==> run_1/io_fan.png <==
Drawn at 1 px/um.
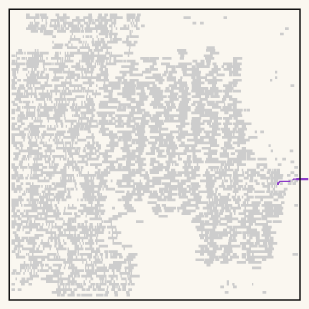
==> run_1/cell_density.png <==
Drawn at 1 px/um. The die is cut into 29 by 29 equal tiles; dark purple is low, yellow is high, 0 to 100% covered.
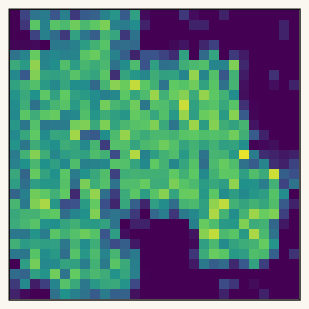
==> run_1/flops_by_reg.png <==
Drawn at 1 px/um.
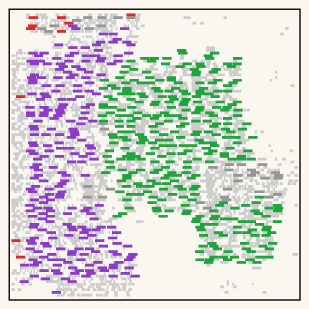
==> run_1/clocks.png <==
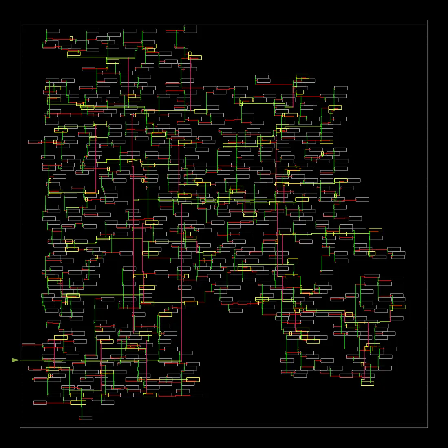
`config.mk`:
```
export PLATFORM = sky130hd
export DESIGN_NAME = cavlc_coeff_scan
export DESIGN_NICKNAME = d
export VERILOG_FILES = /design/src/rtl/h264_cavlc_pkg.sv /design/src/rtl/cavlc_symbol_buf.sv /design/src/rtl/cavlc_coeff_scan.sv
export SDC_FILE = /design/constraint.sdc
export NUM_CORES = 1
export LEC_CHECK = 0
export CAP_MARGIN = 40
export CORE_UTILIZATION = 35
export DETAILED_ROUTE_END_ITERATION = 6
export SYNTH_ARGS = -nofsm -noshare
export SYNTH_HDL_FRONTEND = slang
export SYNTH_SLANG_ARGS = --single-unit
```
`constraint.sdc`:
```
create_clock -name clk -period 7.87 [get_ports clk]
set_input_delay 1.574 -clock clk [delete_from_list [all_inputs] [get_ports clk]]
set_output_delay 1.574 -clock clk [all_outputs]
set_load 0.02 [all_outputs]
```
`src/rtl/h264_cavlc_pkg.sv`:
```
// Shared types for the CAVLC coefficient scanner: FSM states, buffered symbol
// layout, default widths and the 4x4 zigzag lookup.
package h264_cavlc_pkg;

    localparam int COEF_W_DEF = 15;
    localparam int POS_W_DEF  = 10;

    typedef enum logic [2:0] {
        IDLE,
        SCAN,
        HDR,
        EMIT,
        ACK
    } state_t;

    typedef struct packed {
        logic signed [COEF_W_DEF-1:0] level;
        logic [3:0]                   run;
        logic                         t1;
    } sym_t;

    // Returns {row[1:0], col[1:0]} of zigzag position idx.
    function automatic logic [3:0] zz_rc(input logic [3:0] idx);
        case (idx)
            4'd0:    return 4'h0;
            4'd1:    return 4'h1;
            4'd2:    return 4'h4;
            4'd3:    return 4'h8;
            4'd4:    return 4'h5;
            4'd5:    return 4'h2;
            4'd6:    return 4'h3;
            4'd7:    return 4'h6;
            4'd8:    return 4'h9;
            4'd9:    return 4'hC;
            4'd10:   return 4'hD;
            4'd11:   return 4'hA;
            4'd12:   return 4'h7;
            4'd13:   return 4'hB;
            4'd14:   return 4'hE;
            default: return 4'hF;
        endcase
    endfunction

endpackage

```
`src/rtl/cavlc_symbol_buf.sv`:
```
// 16-entry symbol store: level/t1 written at the current coefficient count,
// run written one entry behind once the gap to the next nonzero is known.
module cavlc_symbol_buf
    import h264_cavlc_pkg::*;
(
    input  logic                         clk,
    input  logic                         rst,
    input  logic                         wr_en_i,
    input  logic [3:0]                   wr_idx_i,
    input  logic signed [COEF_W_DEF-1:0] wr_level_i,
    input  logic                         wr_t1_i,
    input  logic                         run_en_i,
    input  logic [3:0]                   run_idx_i,
    input  logic [3:0]                   run_i,
    input  logic [3:0]                   rd_idx_i,
    output sym_t                         rd_o
);

    sym_t buf_q [16];

    always_ff @(posedge clk or negedge rst) begin
        if (!rst) begin
            for (int i = 0; i < 16; i++) buf_q[i] <= '0;
        end else begin
            if (wr_en_i) begin
                buf_q[wr_idx_i].level <= wr_level_i;
                buf_q[wr_idx_i].t1    <= wr_t1_i;
            end
            if (run_en_i) buf_q[run_idx_i].run <= run_i;
        end
    end

    assign rd_o = buf_q[rd_idx_i];

endmodule

```
`src/rtl/cavlc_coeff_scan.sv`:
```
// Captures a 4x4 block, reverse-zigzag scans it for CAVLC statistics, then
// emits a header and the nonzero levels; the producer is released only at the end.
module cavlc_coeff_scan
    import h264_cavlc_pkg::*;
#(
    parameter int COEF_W = COEF_W_DEF,
    parameter int POS_W  = POS_W_DEF
) (
    input  logic                                clk,
    input  logic                                rst,
    input  logic                                dctq_valid_i,
    input  logic [POS_W-1:0]                    topleft_x_i,
    input  logic [POS_W-1:0]                    topleft_y_i,
    input  logic signed [0:3][0:3][COEF_W-1:0]  dctq_4x4_i,
    output logic                                cavlc_cnt_ready_o,
    output logic                                busy_o,
    output logic                                hdr_valid_o,
    input  logic                                hdr_ready_i,
    output logic [4:0]                          hdr_total_coeff_o,
    output logic [1:0]                          hdr_trailing_ones_o,
    output logic [3:0]                          hdr_total_zeros_o,
    output logic [POS_W-1:0]                    hdr_topleft_x_o,
    output logic [POS_W-1:0]                    hdr_topleft_y_o,
    output logic                                sym_valid_o,
    input  logic                                sym_ready_i,
    output logic signed [COEF_W-1:0]            sym_level_o,
    output logic [3:0]                          sym_run_o,
    output logic                                sym_t1_o,
    output logic                                sym_last_o
);

    state_t                              state_q, state_d;
    logic signed [0:3][0:3][COEF_W-1:0]  coef_q;
    logic [POS_W-1:0]                    x_q, y_q;
    logic [3:0]                          scan_idx_q, scan_idx_d;
    logic [3:0]                          emit_idx_q, emit_idx_d;
    logic [4:0]                          tc_q, tc_d;
    logic [1:0]                          t1_q, t1_d;
    logic [3:0]                          tz_q, tz_d;
    logic [3:0]                          run_q, run_d;
    logic                                seen_q, seen_d;
    logic                                t1_open_q, t1_open_d;

    logic                                capture;
    logic [3:0]                          rc;
    logic signed [COEF_W-1:0]            coef;
    logic                                abs_one;
    logic [4:0]                          tcm1;
    logic                                wr_en, wr_t1, run_en, is_last;
    sym_t                                rd_sym;

    assign rc      = zz_rc(scan_idx_q);
    assign coef    = coef_q[rc[3:2]][rc[1:0]];
    assign abs_one = (coef == COEF_W'(1)) || (coef == '1);
    assign tcm1    = tc_q - 5'd1;
    assign is_last = ({1'b0, emit_idx_q} == tcm1);

    always_comb begin
        state_d    = state_q;
        scan_idx_d = scan_idx_q;
        emit_idx_d = emit_idx_q;
        tc_d       = tc_q;
        t1_d       = t1_q;
        tz_d       = tz_q;
        run_d      = run_q;
        seen_d     = seen_q;
        t1_open_d  = t1_open_q;
        capture    = 1'b0;
        wr_en      = 1'b0;
        wr_t1      = 1'b0;
        run_en     = 1'b0;
        case (state_q)
            IDLE: begin
                if (dctq_valid_i) begin
                    capture    = 1'b1;
                    state_d    = SCAN;
                    scan_idx_d = 4'd15;
                    tc_d       = '0;
                    t1_d       = '0;
                    tz_d       = '0;
                    run_d      = '0;
                    seen_d     = 1'b0;
                    t1_open_d  = 1'b1;
                end
            end
            SCAN: begin
                if (coef == '0) begin
                    if (seen_q) begin
                        tz_d  = tz_q + 4'd1;
                        run_d = run_q + 4'd1;
                    end
                end else begin
                    // The gap behind the previous level is final once this level arrives.
                    seen_d = 1'b1;
                    wr_en  = 1'b1;
                    run_en = (tc_q != 5'd0);
                    run_d  = '0;
                    tc_d   = tc_q + 5'd1;
                    if (t1_open_q && abs_one && (t1_q != 2'd3)) begin
                        t1_d  = t1_q + 2'd1;
                        wr_t1 = 1'b1;
                    end else begin
                        t1_open_d = 1'b0;
                    end
                end
                if (scan_idx_q == 4'd0) state_d = HDR;
                else                    scan_idx_d = scan_idx_q - 4'd1;
            end
            HDR: begin
                // Lowest-index level takes the zeros below it; rewriting each stall cycle is harmless.
                run_en = (tc_q != 5'd0);
                if (hdr_ready_i) begin
                    state_d    = (tc_q != 5'd0) ? EMIT : ACK;
                    emit_idx_d = '0;
                end
            end
            EMIT: begin
                if (sym_ready_i) begin
                    if (is_last) state_d    = ACK;
                    else         emit_idx_d = emit_idx_q + 4'd1;
                end
            end
            ACK:     state_d = IDLE;
            default: state_d = IDLE;
        endcase
    end

    always_ff @(posedge clk or negedge rst) begin
        if (!rst) begin
            state_q    <= IDLE;
            coef_q     <= '0;
            x_q        <= '0;
            y_q        <= '0;
            scan_idx_q <= '0;
            emit_idx_q <= '0;
            tc_q       <= '0;
            t1_q       <= '0;
            tz_q       <= '0;
            run_q      <= '0;
            seen_q     <= 1'b0;
            t1_open_q  <= 1'b0;
        end else begin
            state_q    <= state_d;
            scan_idx_q <= scan_idx_d;
            emit_idx_q <= emit_idx_d;
            tc_q       <= tc_d;
            t1_q       <= t1_d;
            tz_q       <= tz_d;
            run_q      <= run_d;
            seen_q     <= seen_d;
            t1_open_q  <= t1_open_d;
            if (capture) begin
                coef_q <= dctq_4x4_i;
                x_q    <= topleft_x_i;
                y_q    <= topleft_y_i;
            end
        end
    end

    cavlc_symbol_buf u_buf (
        .clk        (clk),
        .rst        (rst),
        .wr_en_i    (wr_en),
        .wr_idx_i   (tc_q[3:0]),
        .wr_level_i (coef),
        .wr_t1_i    (wr_t1),
        .run_en_i   (run_en),
        .run_idx_i  (tcm1[3:0]),
        .run_i      (run_q),
        .rd_idx_i   (emit_idx_q),
        .rd_o       (rd_sym)
    );

    assign busy_o              = (state_q != IDLE);
    assign cavlc_cnt_ready_o   = (state_q == ACK);
    assign hdr_valid_o         = (state_q == HDR);
    assign hdr_total_coeff_o   = tc_q;
    assign hdr_trailing_ones_o = t1_q;
    assign hdr_total_zeros_o   = tz_q;
    assign hdr_topleft_x_o     = x_q;
    assign hdr_topleft_y_o     = y_q;
    assign sym_valid_o         = (state_q == EMIT);
    assign sym_level_o         = sym_valid_o ? rd_sym.level : '0;
    assign sym_run_o           = sym_valid_o ? rd_sym.run   : '0;
    assign sym_t1_o            = sym_valid_o & rd_sym.t1;
    assign sym_last_o          = sym_valid_o & is_last;

endmodule

```
==> flow_summary.yaml, run 1 <==
# physical design summary
outcome:
  status: "complete, no violations"
sta:
  slew_headroom_pct: 20.15
  worstMarginPinSlew_ns: 1.198
  min_period_ns: 6.672
  setup_viol: 0
  max_freq_ghz: 0.1499
  maxSlewViolCount: 0
  whs_ns: 0.4705
  layout_setup_ws_ns: 1.198
  fin_tns_setup_ns: 0
  hold_viol: 0
  period_used_pct: 84.78
  finClkSkew_ns: 0.03335
synthesis:
  top_cell: "nand2_1"
  ys_types: 69
  synthMuxAreaShare_pct: 22.69
  yosys-top-cells-area: "dfrtp_1 53%, nand2_1 12%, mux4_2 7.8%, mux2_2 6.6%, mux2_1 4.7%"
  ys_seq_share_pct: 52.70
  simple_gate_area_share_pct: 16.09
  ys_async_sr_fraction_pct: 100.0
  synth_chip_area_um2: 28870
  synth_nets: 2814
  adder_share_pct: 0.7801
  synth-edff-count: 0
  ys_cells: 2531
  yosys_warnings: 0
  synth-seq-cells: 608
  netlist.area_leader.share_pct: 52.70
  synthAoiAreaFrac_pct: 4.070
  common_cells: "887 x nand2_1, 608 x dfrtp_1, 170 x mux2_2"
  xor_area_share_pct: 0.4551
  synthTopLogicFamily: "multiplexers"
  netlist_instances: 2531
  avgSynthCellArea_um2: 11.41
  largest_area_cell: "dfrtp_1"
cts:
  cts_htree_levels: 3
  cts_hold_buf: 0
  cts_resized: 0
  cts_tree: "done"
  cts_setup_buffers: 0
  clock_path_buffers: 3
  clkTransAtPathRegs_ns: 0.06
run:
  tool_warnings: 49
  maxCapViolations: 0
grt:
  grt_pass1_vias: 21520
  grt_pass1_wl_um: 131200
  antenna_found_initial: 5
  grt_util_all_layers_pct: 20.61
  grtUsageMet1_pct: 28.44
  grt-ovfl-total: 0
  grt_max_degree: 203
power:
  power_mw: 15.88
  p_seq_mw: 5.18
  p_clk_share_pct: 20.3
  p_per_area_nw_per_um2: 450.8
  p_comb_mw: 7.48
  seq_power_share_pct: 32.6
  switchingPower_mw: 6.853
  intPower_mw: 9.023
  vdd_ir_drop_max_mv: 0.4372
  comb_power_share_pct: 47.1
  power-top-group: "combinational logic"
  switching_share_pct: 43.17
  p_clk_mw: 3.22
worst_setup_path:
  startpoint: "scan_idx_q[0]"
  arrival_ns: 7.14
  r2r-end: "u_buf.buf_q[235]"
  path_class: "flop to flop"
  critPathMaxFanout: 78
  slowest_stage: "a211o_1"
  required_ns: 8.34
  max_stage_delay_ns: 0.72
  reg2reg_setup_slack_ns: 1.20
  r2r.worst_path.cells: 15
  critPathTopFamily: "simple AND/OR/NAND/NOR gates"
  reg2reg_from: "scan_idx_q[0]"
  path_buffers: 3
  cp_cell_sequence: "inv_1 -> ha_1 -> nor2b_1 -> a211o_1 -> nand2_4 -> buf_12 -> mux2i_1 -> a32oi_1 -> and4_1 -> nor4_1 -> and4_4 -> a21oi_4 -> buf_4 -> nand3_4 -> mux2_1"
min_path:
  whs_endpoint: "coef_q[145]"
  hp-start: "coef_q[145]"
  hold_depth: 2
  holdCritPathClass: "flop to flop"
cells_and_area:
  largest_register: "u_buf.buf_q"
  layout.area.comb_um2: 12740
  diodes: 1
  finalNonFillerCells: 3889
  buffer_area_share_pct: 10.28
  nMultiInputCombCells: 1726
  design_area_um2: 35220
  drive_gt1_share_pct: 17.57
  final_cell_mix: "886 x nand2_1, 605 x dfrtp_1, 319 x clkdlybuf4s50_1"
  fin_nets: 3061
  nonClockInverterCount: 15
  area_delta_synth_final_pct: 21.99
  clock_cell_area_share_pct: 6.387
  seq_share_pct: 43.22
  lay_top_count: "nand2_1"
  dominant_cells: "flip-flops and latches"
  nFillCells: 7508
  reg_top3: "u_buf.buf_q x320, coef_q x240"
place:
  dpl.hpwl_um: 58200
  placed_cells: 3767
  gp_congestion: 0.8451
  port_buffers: 320
  place_area_um2: 32970
floorplanning:
  die_w_um: 289.2
  core_um2: 81070
  chip_area_um2: 83640
  pin_count: 321
  num_rows: 104
  taps: 1060
route:
  drt_pass1_iterations: 7
  drc: 0
  met3_length_um: 4649
  wl_per_cell_um: 21.90
  met2WireLength_um: 40720
  drt_iter0_drc: 1544
  routed_wl_um: 85180
  met1_length_um: 37180
  maxUsedRoutingLayer: "met5"
## Picture notes: io_fan.png
port	color	bits	direction	edge	end cells	buffers	wire
sym_last_o	purple	1	output	right	1	1	19.8 um

## Picture notes: cell_density.png
fullest tile	97%
mean over tiles	41%
nearly empty tiles	22%
emptiest ninth of the die	top right
densest ninth of the die	middle
tiles over 75% full	8.9%

## Picture notes: flops_by_reg.png
netlist name	color	sequential cells
coef_q	purple	240
u_buf.buf_q	green	320
hdr_topleft_x_o	red	10
not colored	38
final core occ: 43.45%
register area: 15220 um2

## Picture notes: clocks.png
Clock Buffer Count: 102
# clock sinks: 608
CTS buffer count: 69
flop count: 608
clock insertion delay at the later pin of the skew report: 0.61 ns

==> run 2, diff against run 1 <==
clock period = 6.42 ns   (was 7.87 ns; I/O delays follow)
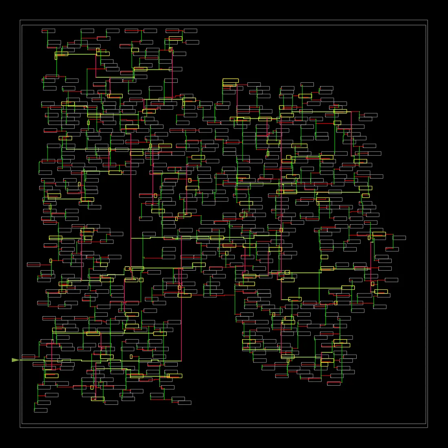
(run_2/clocks.png)
Clock Buffer Count: 99
clk_skew: 0.02931 ns
Clk. pwr: 3.87 mW

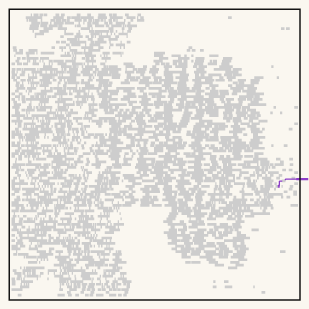
(run_2/io_fan.png)
Drawn at 1 px/um.
port	color	bits	direction	edge	end cells	buffers	wire
sym_last_o	purple	1	output	right	1	1	22.1 um
IO Count: 321
# port buffers: 320

==> flow_summary.yaml, run 2 <==
# physical design summary
outcome:
  status: "complete, no violations"
sta:
  period_used_pct: 88.73
  whs_ns: 0.4666
  worstMarginPinSlew_ns: 0.9947
  max_freq_ghz: 0.1755
  slew_headroom_pct: 33.69
  fin_tns_setup_ns: 0
  setup_viol: 0
  layout_setup_ws_ns: 0.7233
  hold_viol: 0
  min_period_ns: 5.697
  maxSlewViolCount: 0
min_path:
  whs_endpoint: "coef_q[10]"
  hp-start: "coef_q[10]"
  holdCritPathClass: "flop to flop"
  hold_depth: 2
cells_and_area:
  seq_share_pct: 43.01
  finalNonFillerCells: 3908
  fin_nets: 3080
  drive_gt1_share_pct: 17.97
  fin_util_pct: 43.65
  largest_register: "u_buf.buf_q"
  design_area_um2: 35390
  seq_cells: 608
  layout.area.comb_um2: 12740
  diodes: 4
  seq_area_um2: 15220
  clock_cell_area_share_pct: 6.202
  reg_top3: "u_buf.buf_q x320, coef_q x240"
  nFillCells: 7532
  buffer_area_share_pct: 10.84
  lay_top_count: "nand2_1"
  area_delta_synth_final_pct: 22.57
  final_cell_mix: "886 x nand2_1, 606 x dfrtp_1, 319 x clkdlybuf4s50_1"
  dominant_cells: "flip-flops and latches"
  nMultiInputCombCells: 1726
power:
  power-top-group: "combinational logic"
  p_leak_nw: 16.72
  vdd_ir_drop_max_mv: 0.5989
  power_mw: 19.81
  switchingPower_mw: 8.623
  p_seq_mw: 6.36
  p_comb_mw: 9.58
  p_per_area_nw_per_um2: 559.8
  p_clk_share_pct: 19.5
  seq_power_share_pct: 32.1
  switching_share_pct: 43.53
  comb_power_share_pct: 48.3
  intPower_mw: 11.19
place:
  dpl.hpwl_um: 61060
  place_ws_ns: 0.9045
  placed_cells: 3785
  place_area_um2: 33180
  gp_congestion: 0.8526
cts:
  cts_setup_buffers: 0
  clock_path_buffers: 3
  cts_tree: "done"
  numCtsBuffers: 69
  clock_latency_ns: 0.61
  clkTransAtPathRegs_ns: 0.06
  cts_htree_levels: 3
  cts_resized: 0
  cts_hold_buf: 0
  cts_sinks: 608
grt:
  grt_pass1_vias: 21560
  antenna_found_initial: 5
  grt_util_all_layers_pct: 20.82
  grt-ovfl-total: 0
  grtUsageMet1_pct: 28.30
  grt_max_degree: 170
worst_setup_path:
  r2r.worst_path.cells: 14
  reg2reg_setup_slack_ns: 0.72
  critPathTopFamily: "simple AND/OR/NAND/NOR gates"
  reg2reg_from: "scan_idx_q[0]"
  r2r-end: "u_buf.buf_q[9]"
  max_stage_delay_ns: 0.70
  startpoint: "scan_idx_q[0]"
  path_class: "flop to flop"
  slowest_stage: "a32oi_4"
  path_buffers: 2
  critPathMaxFanout: 31
  required_ns: 6.89
  cp_cell_sequence: "inv_1 -> ha_1 -> nor2b_1 -> a32oi_4 -> and2_2 -> nor2_1 -> o311ai_0 -> and3_1 -> nor4_1 -> and4_4 -> a21oi_4 -> buf_4 -> nand4_4 -> mux2_2"
  arrival_ns: 6.16
route:
  met3_length_um: 4835
  maxUsedRoutingLayer: "met4"
  wl_per_cell_um: 22.10
  met2WireLength_um: 41380
  drt_iter0_drc: 1589
  drt_pass1_iterations: 5
  drc: 0
  routed_wl_um: 86350
synthesis:
  ys_seq_share_pct: 52.70
  xor_area_share_pct: 0.4551
  synth_chip_area_um2: 28870
  synth-edff-count: 0
  netlist.area_leader.share_pct: 52.70
  yosys-top-cells-area: "dfrtp_1 53%, nand2_1 12%, mux4_2 7.8%, mux2_2 6.6%, mux2_1 4.7%"
  yosys_warnings: 0
  simple_gate_area_share_pct: 16.09
  synth-seq-cells: 608
  ys_cells: 2531
  synthTopLogicFamily: "multiplexers"
  ys_types: 69
  synthAoiAreaFrac_pct: 4.070
  avgSynthCellArea_um2: 11.41
  top_cell: "nand2_1"
  synth_nets: 2814
  netlist_instances: 2531
  synthMuxAreaShare_pct: 22.69
  common_cells: "887 x nand2_1, 608 x dfrtp_1, 170 x mux2_2"
  ys_async_sr_fraction_pct: 100.0
  largest_area_cell: "dfrtp_1"
  adder_share_pct: 0.7801
floorplanning:
  num_rows: 104
  die_w_um: 289.2
  chip_area_um2: 83640
  core_um2: 81070
  taps: 1060
  die_y_um: 289.2
run:
  tool_warnings: 52
  maxCapViolations: 0
==> run 3, diff against run 2 <==
DONT_BUFFER_PORTS = 1   (was not set)
GPL_ROUTABILITY_DRIVEN = 0   (was not set)
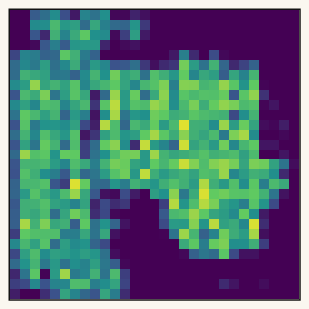
(run_3/cell_density.png)
Drawn at 1 px/um. The die is cut into 29 by 29 equal tiles; dark purple is low, yellow is high, 0 to 100% covered.
fullest tile	95%
mean over tiles	37%
densest ninth of the die	middle
final core occ: 39.77%
core area: 81070 um2
Pre-Place Util: 35.61%

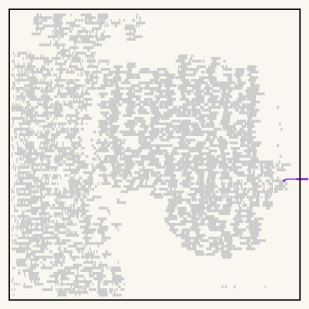
(run_3/io_fan.png)
Drawn at 1 px/um.
port	color	bits	direction	edge	end cells	buffers	wire
sym_last_o	purple	1	output	right	1	0	16.1 um

==> flow_summary.yaml, run 3 <==
# physical design summary
cells_and_area:
  nMultiInputCombCells: 1726
  layout.area.comb_um2: 12740
  clock_cell_area_share_pct: 7.070
  area_delta_synth_final_pct: 11.68
  seq_cells: 608
  drive_gt1_share_pct: 20.51
  largest_register: "u_buf.buf_q"
  dominant_cells: "flip-flops and latches"
  nFillCells: 7699
  lay_top_count: "nand2_1"
  design_area_um2: 32240
  seq_area_um2: 15220
  nonClockInverterCount: 15
  clock_buffers: 98
  diodes: 4
  buffer_area_share_pct: 1.886
  final_cell_mix: "886 x nand2_1, 606 x dfrtp_1, 170 x mux2_2"
  finalNonFillerCells: 3595
  seq_share_pct: 47.20
  fin_nets: 2766
cts:
  clock_latency_ns: 0.60
  cts_tree: "done"
  clock_path_buffers: 3
  clkTransAtPathRegs_ns: 0.06
  cts_htree_levels: 3
  numCtsBuffers: 69
  cts_resized: 0
  cts_hold_buf: 0
  cts_sinks: 608
  cts_setup_buffers: 0
synthesis:
  adder_share_pct: 0.7801
  ys_types: 69
  largest_area_cell: "dfrtp_1"
  common_cells: "887 x nand2_1, 608 x dfrtp_1, 170 x mux2_2"
  synth-edff-count: 0
  top_cell: "nand2_1"
  synthTopLogicFamily: "multiplexers"
  ys_async_sr_fraction_pct: 100.0
  netlist.area_leader.share_pct: 52.70
  synthMuxAreaShare_pct: 22.69
  simple_gate_area_share_pct: 16.09
  synth_chip_area_um2: 28870
  netlist_instances: 2531
  synth-seq-cells: 608
  xor_area_share_pct: 0.4551
  yosys-top-cells-area: "dfrtp_1 53%, nand2_1 12%, mux4_2 7.8%, mux2_2 6.6%, mux2_1 4.7%"
  yosys_warnings: 0
  synthAoiAreaFrac_pct: 4.070
  avgSynthCellArea_um2: 11.41
  ys_cells: 2531
  synth_nets: 2814
route:
  drt_iter0_drc: 1530
  maxUsedRoutingLayer: "met4"
  routed_wl_um: 82690
  drt_pass1_iterations: 5
  met1_length_um: 36500
  wl_per_cell_um: 23.00
  met2WireLength_um: 39080
  drc: 0
  met3_length_um: 5253
sta:
  max_freq_ghz: 0.1757
  hold_viol: 0
  worstMarginPinSlew_ns: 1.208
  slew_headroom_pct: 19.45
  maxSlewViolCount: 0
  setup_viol: 0
  finClkSkew_ns: 0.02237
  whs_ns: 0.3970
  period_used_pct: 88.64
  fin_tns_setup_ns: 0
  min_period_ns: 5.690
  layout_setup_ws_ns: 0.7295
power:
  comb_power_share_pct: 47.0
  p_leak_nw: 15.53
  p_seq_mw: 6.44
  p_per_area_nw_per_um2: 611.1
  seq_power_share_pct: 32.7
  power-top-group: "combinational logic"
  switchingPower_mw: 8.620
  p_comb_mw: 9.26
  p_clk_mw: 4.00
  p_clk_share_pct: 20.3
  switching_share_pct: 43.75
  intPower_mw: 11.08
  vdd_ir_drop_max_mv: 0.4768
  power_mw: 19.71
place:
  place_area_um2: 29870
  dpl.hpwl_um: 58290
  port_buffers: 0
  place_ws_ns: 0.8375
  placed_cells: 3469
floorplanning:
  num_rows: 104
  pin_count: 321
  die_y_um: 289.2
  die_w_um: 289.2
  taps: 1060
  chip_area_um2: 83640
worst_setup_path:
  critPathTopFamily: "simple AND/OR/NAND/NOR gates"
  cp_cell_sequence: "inv_1 -> ha_1 -> nor2b_1 -> a32oi_4 -> buf_4 -> and2_2 -> nand2_1 -> a32o_1 -> nor4_4 -> nor3_1 -> and4_4 -> a21oi_4 -> buf_12 -> nand4_2 -> mux2_2"
  required_ns: 6.88
  startpoint: "scan_idx_q[0]"
  path_class: "flop to flop"
  r2r.worst_path.cells: 15
  path_buffers: 3
  r2r-end: "u_buf.buf_q[48]"
  reg2reg_from: "scan_idx_q[0]"
  critPathMaxFanout: 26
grt:
  antenna_found_initial: 5
  grt-ovfl-total: 0
  grtUsageMet1_pct: 27.70
  grt_pass1_vias: 19980
  grt_util_all_layers_pct: 19.91
  grt_max_degree: 609
  grt_pass1_wl_um: 126500
min_path:
  holdCritPathClass: "primary input to asynchronous set/reset pin"
outcome:
  status: "complete, no violations"
run:
  maxCapViolations: 0
  tool_warnings: 50

==> gallery <==
Logic cells by family.
Drawn at 1.5 px/um.
picture 1
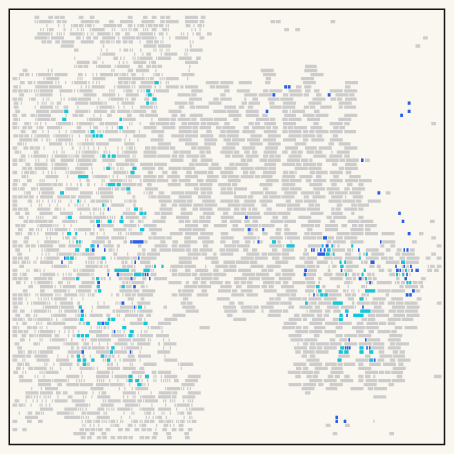
picture 2
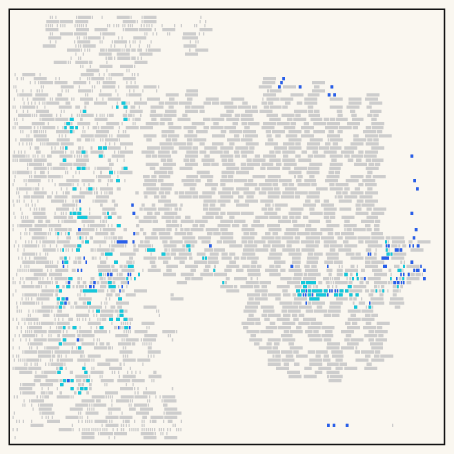
Picture 2 is run 3.
Picture 1 is run 1.

No activity file was given, so power comes from the tool's default toggle rates.
